===== src/rtl/hazard_scoreboard_pkg.sv =====
// Shared encodings for the hazard scoreboard: forward-mux selects and the
// multiply/divide tracker state enum.
package hazard_scoreboard_pkg;

  localparam logic [1:0] FWD_RF  = 2'b00;
  localparam logic [1:0] FWD_WB  = 2'b01;
  localparam logic [1:0] FWD_MEM = 2'b10;

  // Wide enough for the largest legal MD_LATENCY (15).
  localparam int MD_CNT_W = 4;

  typedef enum logic [1:0] {
    IDLE = 2'd0,
    BUSY = 2'd1,
    DONE = 2'd2
  } md_state_t;

endpackage


===== src/rtl/hazard_scoreboard_md_tracker.sv =====
// Multiply/divide in-flight tracker: latency FSM, down-counter and the
// per-register pending vector that blocks readers of an unfinished result.
module md_tracker
  import hazard_scoreboard_pkg::*;
#(
  parameter int REG_ADDR_W = 5,
  parameter int MD_LATENCY = 4
) (
  input  logic                       clk,
  input  logic                       reset,
  input  logic                       md_start_e,
  input  logic [REG_ADDR_W-1:0]      md_dst_e,
  output logic [2**REG_ADDR_W-1:0]   pending,
  output logic                       md_busy,
  output logic                       md_done
);

  localparam logic [MD_CNT_W-1:0] CNT_LOAD = MD_CNT_W'(MD_LATENCY - 1);
  localparam logic [MD_CNT_W-1:0] CNT_LAST = MD_CNT_W'(1);

  md_state_t             state;
  logic [MD_CNT_W-1:0]   cnt;
  logic [REG_ADDR_W-1:0] dst_q;
  logic                  accept;

  // A start is only taken when no op is still counting down.
  assign accept = md_start_e && (state != BUSY);

  always_ff @(posedge clk) begin
    if (accept) dst_q <= md_dst_e;
  end

  always_ff @(posedge clk or negedge reset) begin
    if (!reset) begin
      state   <= IDLE;
      cnt     <= '0;
      pending <= '0;
      md_busy <= 1'b0;
      md_done <= 1'b0;
    end else begin
      md_done <= 1'b0;
      case (state)
        IDLE: begin
          if (md_start_e) begin
            state   <= BUSY;
            cnt     <= CNT_LOAD;
            md_busy <= 1'b1;
          end
        end
        BUSY: begin
          cnt <= cnt - 1'b1;
          if (cnt == CNT_LAST) begin
            state   <= DONE;
            md_done <= 1'b1;
          end
        end
        DONE: begin
          pending[dst_q] <= 1'b0;
          if (md_start_e) begin
            state <= BUSY;
            cnt   <= CNT_LOAD;
          end else begin
            state   <= IDLE;
            md_busy <= 1'b0;
          end
        end
        default: state <= IDLE;
      endcase
      // Issued after the clear so a same-register restart keeps its bit.
      if (accept && (md_dst_e != '0)) pending[md_dst_e] <= 1'b1;
    end
  end

`ifndef SYNTHESIS
  always @(posedge clk) begin
    if (reset && md_start_e && (state == BUSY))
      $error("md_tracker: md_start_e while busy is ignored");
  end
`endif

endmodule


===== src/rtl/hazard_scoreboard.sv =====
// Pipeline hazard unit: operand forwarding, load/branch/scoreboard stalls.
// Optional HAZARD_PERF_CNT_EN adds saturating stall_cnt / md_stall_cnt outputs.
module hazard_scoreboard
  import hazard_scoreboard_pkg::*;
#(
  parameter int REG_ADDR_W = 5,
  parameter int MD_LATENCY = 4
) (
  input  logic                  clk,
  input  logic                  reset,
  input  logic [REG_ADDR_W-1:0] rs_d,
  input  logic [REG_ADDR_W-1:0] rt_d,
  input  logic [REG_ADDR_W-1:0] rs_e,
  input  logic [REG_ADDR_W-1:0] rt_e,
  input  logic [REG_ADDR_W-1:0] write_reg_e,
  input  logic [REG_ADDR_W-1:0] write_reg_m,
  input  logic [REG_ADDR_W-1:0] write_reg_w,
  input  logic                  reg_write_e,
  input  logic                  reg_write_m,
  input  logic                  reg_write_w,
  input  logic                  mem_to_reg_e,
  input  logic                  mem_to_reg_m,
  input  logic                  branch_d,
  input  logic                  md_op_d,
  input  logic                  md_start_e,
  input  logic [REG_ADDR_W-1:0] md_dst_e,
  output logic [1:0]            forward_ae,
  output logic [1:0]            forward_be,
  output logic                  forward_ad,
  output logic                  forward_bd,
  output logic                  stall_f,
  output logic                  stall_d,
  output logic                  flush_e,
  output logic                  md_busy,
  output logic                  md_done
`ifdef HAZARD_PERF_CNT_EN
  ,
  output logic [31:0]           stall_cnt,
  output logic [31:0]           md_stall_cnt
`endif
);

  function automatic logic [1:0] fwd_sel(
    input logic [REG_ADDR_W-1:0] src,
    input logic [REG_ADDR_W-1:0] wr_m,
    input logic                  we_m,
    input logic [REG_ADDR_W-1:0] wr_w,
    input logic                  we_w
  );
    if ((src != '0) && (src == wr_m) && we_m) return FWD_MEM;
    if ((src != '0) && (src == wr_w) && we_w) return FWD_WB;
    return FWD_RF;
  endfunction

  logic [2**REG_ADDR_W-1:0] pending;
  logic lw_stall, br_stall, sb_stall, stall;
  logic br_hit_e, br_hit_m;

  md_tracker #(
    .REG_ADDR_W (REG_ADDR_W),
    .MD_LATENCY (MD_LATENCY)
  ) u_md_tracker (
    .clk        (clk),
    .reset      (reset),
    .md_start_e (md_start_e),
    .md_dst_e   (md_dst_e),
    .pending    (pending),
    .md_busy    (md_busy),
    .md_done    (md_done)
  );

  assign forward_ae = fwd_sel(rs_e, write_reg_m, reg_write_m, write_reg_w, reg_write_w);
  assign forward_be = fwd_sel(rt_e, write_reg_m, reg_write_m, write_reg_w, reg_write_w);
  assign forward_ad = (rs_d != '0) && (rs_d == write_reg_m) && reg_write_m;
  assign forward_bd = (rt_d != '0) && (rt_d == write_reg_m) && reg_write_m;

  assign lw_stall = mem_to_reg_e && ((write_reg_e == rs_d) || (write_reg_e == rt_d));

  // r0 is hardwired zero, so a write to it never makes a branch operand stale.
  assign br_hit_e = reg_write_e && (write_reg_e != '0) &&
                    ((write_reg_e == rs_d) || (write_reg_e == rt_d));
  assign br_hit_m = mem_to_reg_m && (write_reg_m != '0) &&
                    ((write_reg_m == rs_d) || (write_reg_m == rt_d));
  assign br_stall = branch_d && (br_hit_e || br_hit_m);

  assign sb_stall = pending[rs_d] || pending[rt_d] || (md_op_d && md_busy);

  assign stall   = lw_stall || br_stall || sb_stall;
  assign stall_f = stall;
  assign stall_d = stall;
  assign flush_e = stall;

`ifdef HAZARD_PERF_CNT_EN
  function automatic logic [31:0] sat_inc(input logic [31:0] v);
    return (v == '1) ? v : v + 32'd1;
  endfunction

  always_ff @(posedge clk or negedge reset) begin
    if (!reset) begin
      stall_cnt    <= '0;
      md_stall_cnt <= '0;
    end else begin
      if (stall_d)  stall_cnt    <= sat_inc(stall_cnt);
      if (sb_stall) md_stall_cnt <= sat_inc(md_stall_cnt);
    end
  end
`endif

endmodule


===== config.mk =====
export PLATFORM = sky130hd
export DESIGN_NAME = hazard_scoreboard
export DESIGN_NICKNAME = d
export VERILOG_FILES = /design/src/rtl/hazard_scoreboard_pkg.sv /design/src/rtl/hazard_scoreboard_md_tracker.sv /design/src/rtl/hazard_scoreboard.sv
export SDC_FILE = /design/constraint.sdc
export NUM_CORES = 1
export LEC_CHECK = 0
export ABC_AREA = 1
export CORE_UTILIZATION = 25
export DETAILED_ROUTE_END_ITERATION = 7
export PLACE_DENSITY = 0.43
export RECOVER_POWER = 100
export SLEW_MARGIN = 20
export SYNTH_ARGS = -nofsm -noshare
export SYNTH_HDL_FRONTEND = slang
export SYNTH_SLANG_ARGS = --single-unit

===== constraint.sdc =====
create_clock -name clk -period 3.11 [get_ports clk]
set_input_delay 0.311 -clock clk [delete_from_list [all_inputs] [get_ports clk]]
set_output_delay 0.311 -clock clk [all_outputs]
set_load 0.01 [all_outputs]

**Metal layers overlaid**

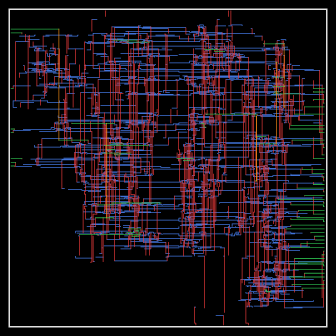
- met3: green (wire length 572 um)
- met4: orange (wire length 152 um)
- met1: blue (wire length 5200 um)
- met2: red (wire length 5010 um)

**Track usage over the die**

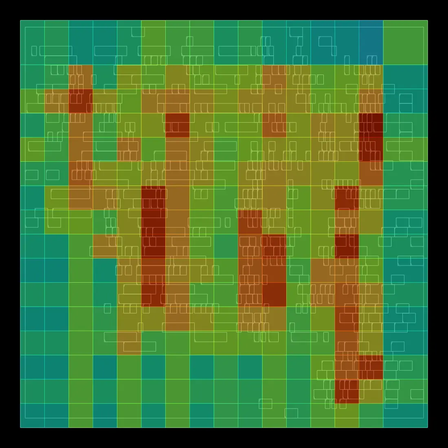
GR Util met2: 28.7%
GR Layer Usage met1: 21.6%

==> results.txt <==
flow finished, numbers: outcome finished, violations left, violated checks max-capacitance violations, max-slew violations, critical path class input port to output port, Setup crit end stall_d, met3 routed wirelength ~570 um, vias in the first global route 3244, I/O Pins a little over 60, Post-CTS Setup Repair Bufs 0, combinational logic power between 0.0006 and 0.0007 W, CP max FO 7, flops out of synthesis roughly 45, Pwr Total ~0.0021 W, Post-DRT Antenna Nets 0, Clock group around 0.00061 W, LEAKAGE 1.82 nW, Rows 41, yosys adder share less than 1%, Sw Share between 30% and 40%, Setup Skew about 0.0064 ns, crit path max-delay cell type clkdlybuf4s50_1, Sequential Power 0.000867 W, All-Layer GR Usage 16.5%, clk_buf instances 6, Met2 Routed Length 5010 um, CTS tree yes, # Taps 172, TritonRoute pass-1 iters 5, Largest stage delay, worst path about 0.68 ns, Max Cap Violations 1, Hold WC Path Type flip-flop to flip-flop, instance count on the critical path 14, RSZ-0062 raised after global routing no, Final #Nets roughly 600, Pwr per Cell Area between 500 and 600 nW/um2, clock buffer count from CTS 5, WHS Endpoint u_md_tracker.md_busy, final slew viol count roughly 41, Internal Pwr Total ~0.0014 W, Setup crit end kind output port, NetSw roughly 0.00075 W, crit path DRT approximately 2.8 ns, Max power group sequential cells, Peak VDD IR a little over 0.3 mV, buffering overhead 15.5%, Design Area, Final about 4200 um2, Compound Share, Synth between 20% and 30%, PortBufs approximately 60, dpl ws 0.312 ns, Worst Setup SP rs_d[2], fp_density between 20 and 30%, Area growth, synth to finish 27.8%, Top reg by flops u_md_tracker.pending, dominant register cell dfrtp_1, Top Layout Cells 121 x nand2_1, 84 x o21ai_0, 65 x inv_1, mi-comb count between 300 and 400, diodes inserted 0, Synth warnings 0, CTS root buf clkbuf_16, Main logic family simple AND/OR/NAND/NOR gates, Mapped Cells around 480, Post-synth area hogs dfrtp_1 31%, nand2_1 14%, o21ai_0 13%, cell count after placement around 700, Seq pwr share roughly two fifths, Core ar. 12700 um2, Arrival @ worst endpoint around 2.5 ns, Reg2Reg Setup Slack about 1.2 ns, Area leader share between 30% and 40%, Largest cell class logic gates, Die Area between 10000 and 15000 um2, first-pass GRT wire length 17000 um, relative slew slack -47.9%, Fin Hold WS 0.494 ns, startpoint types input port, layout cell share with drive strength beyond 1 approximately 2.4%, Largest register FFs 32, logic share of the area about two fifths
**Metal 2**

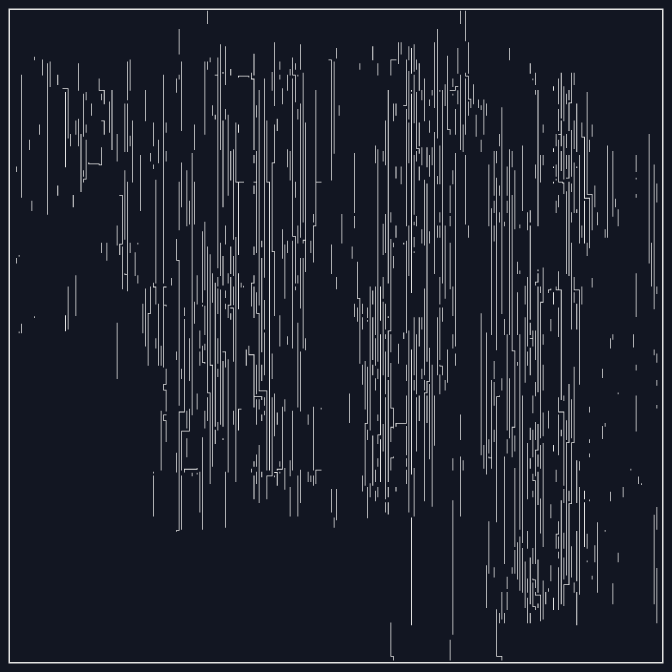
- main direction: vertical
- wire length on this layer: 5010 um

Power and IR drop assume default switching activity.
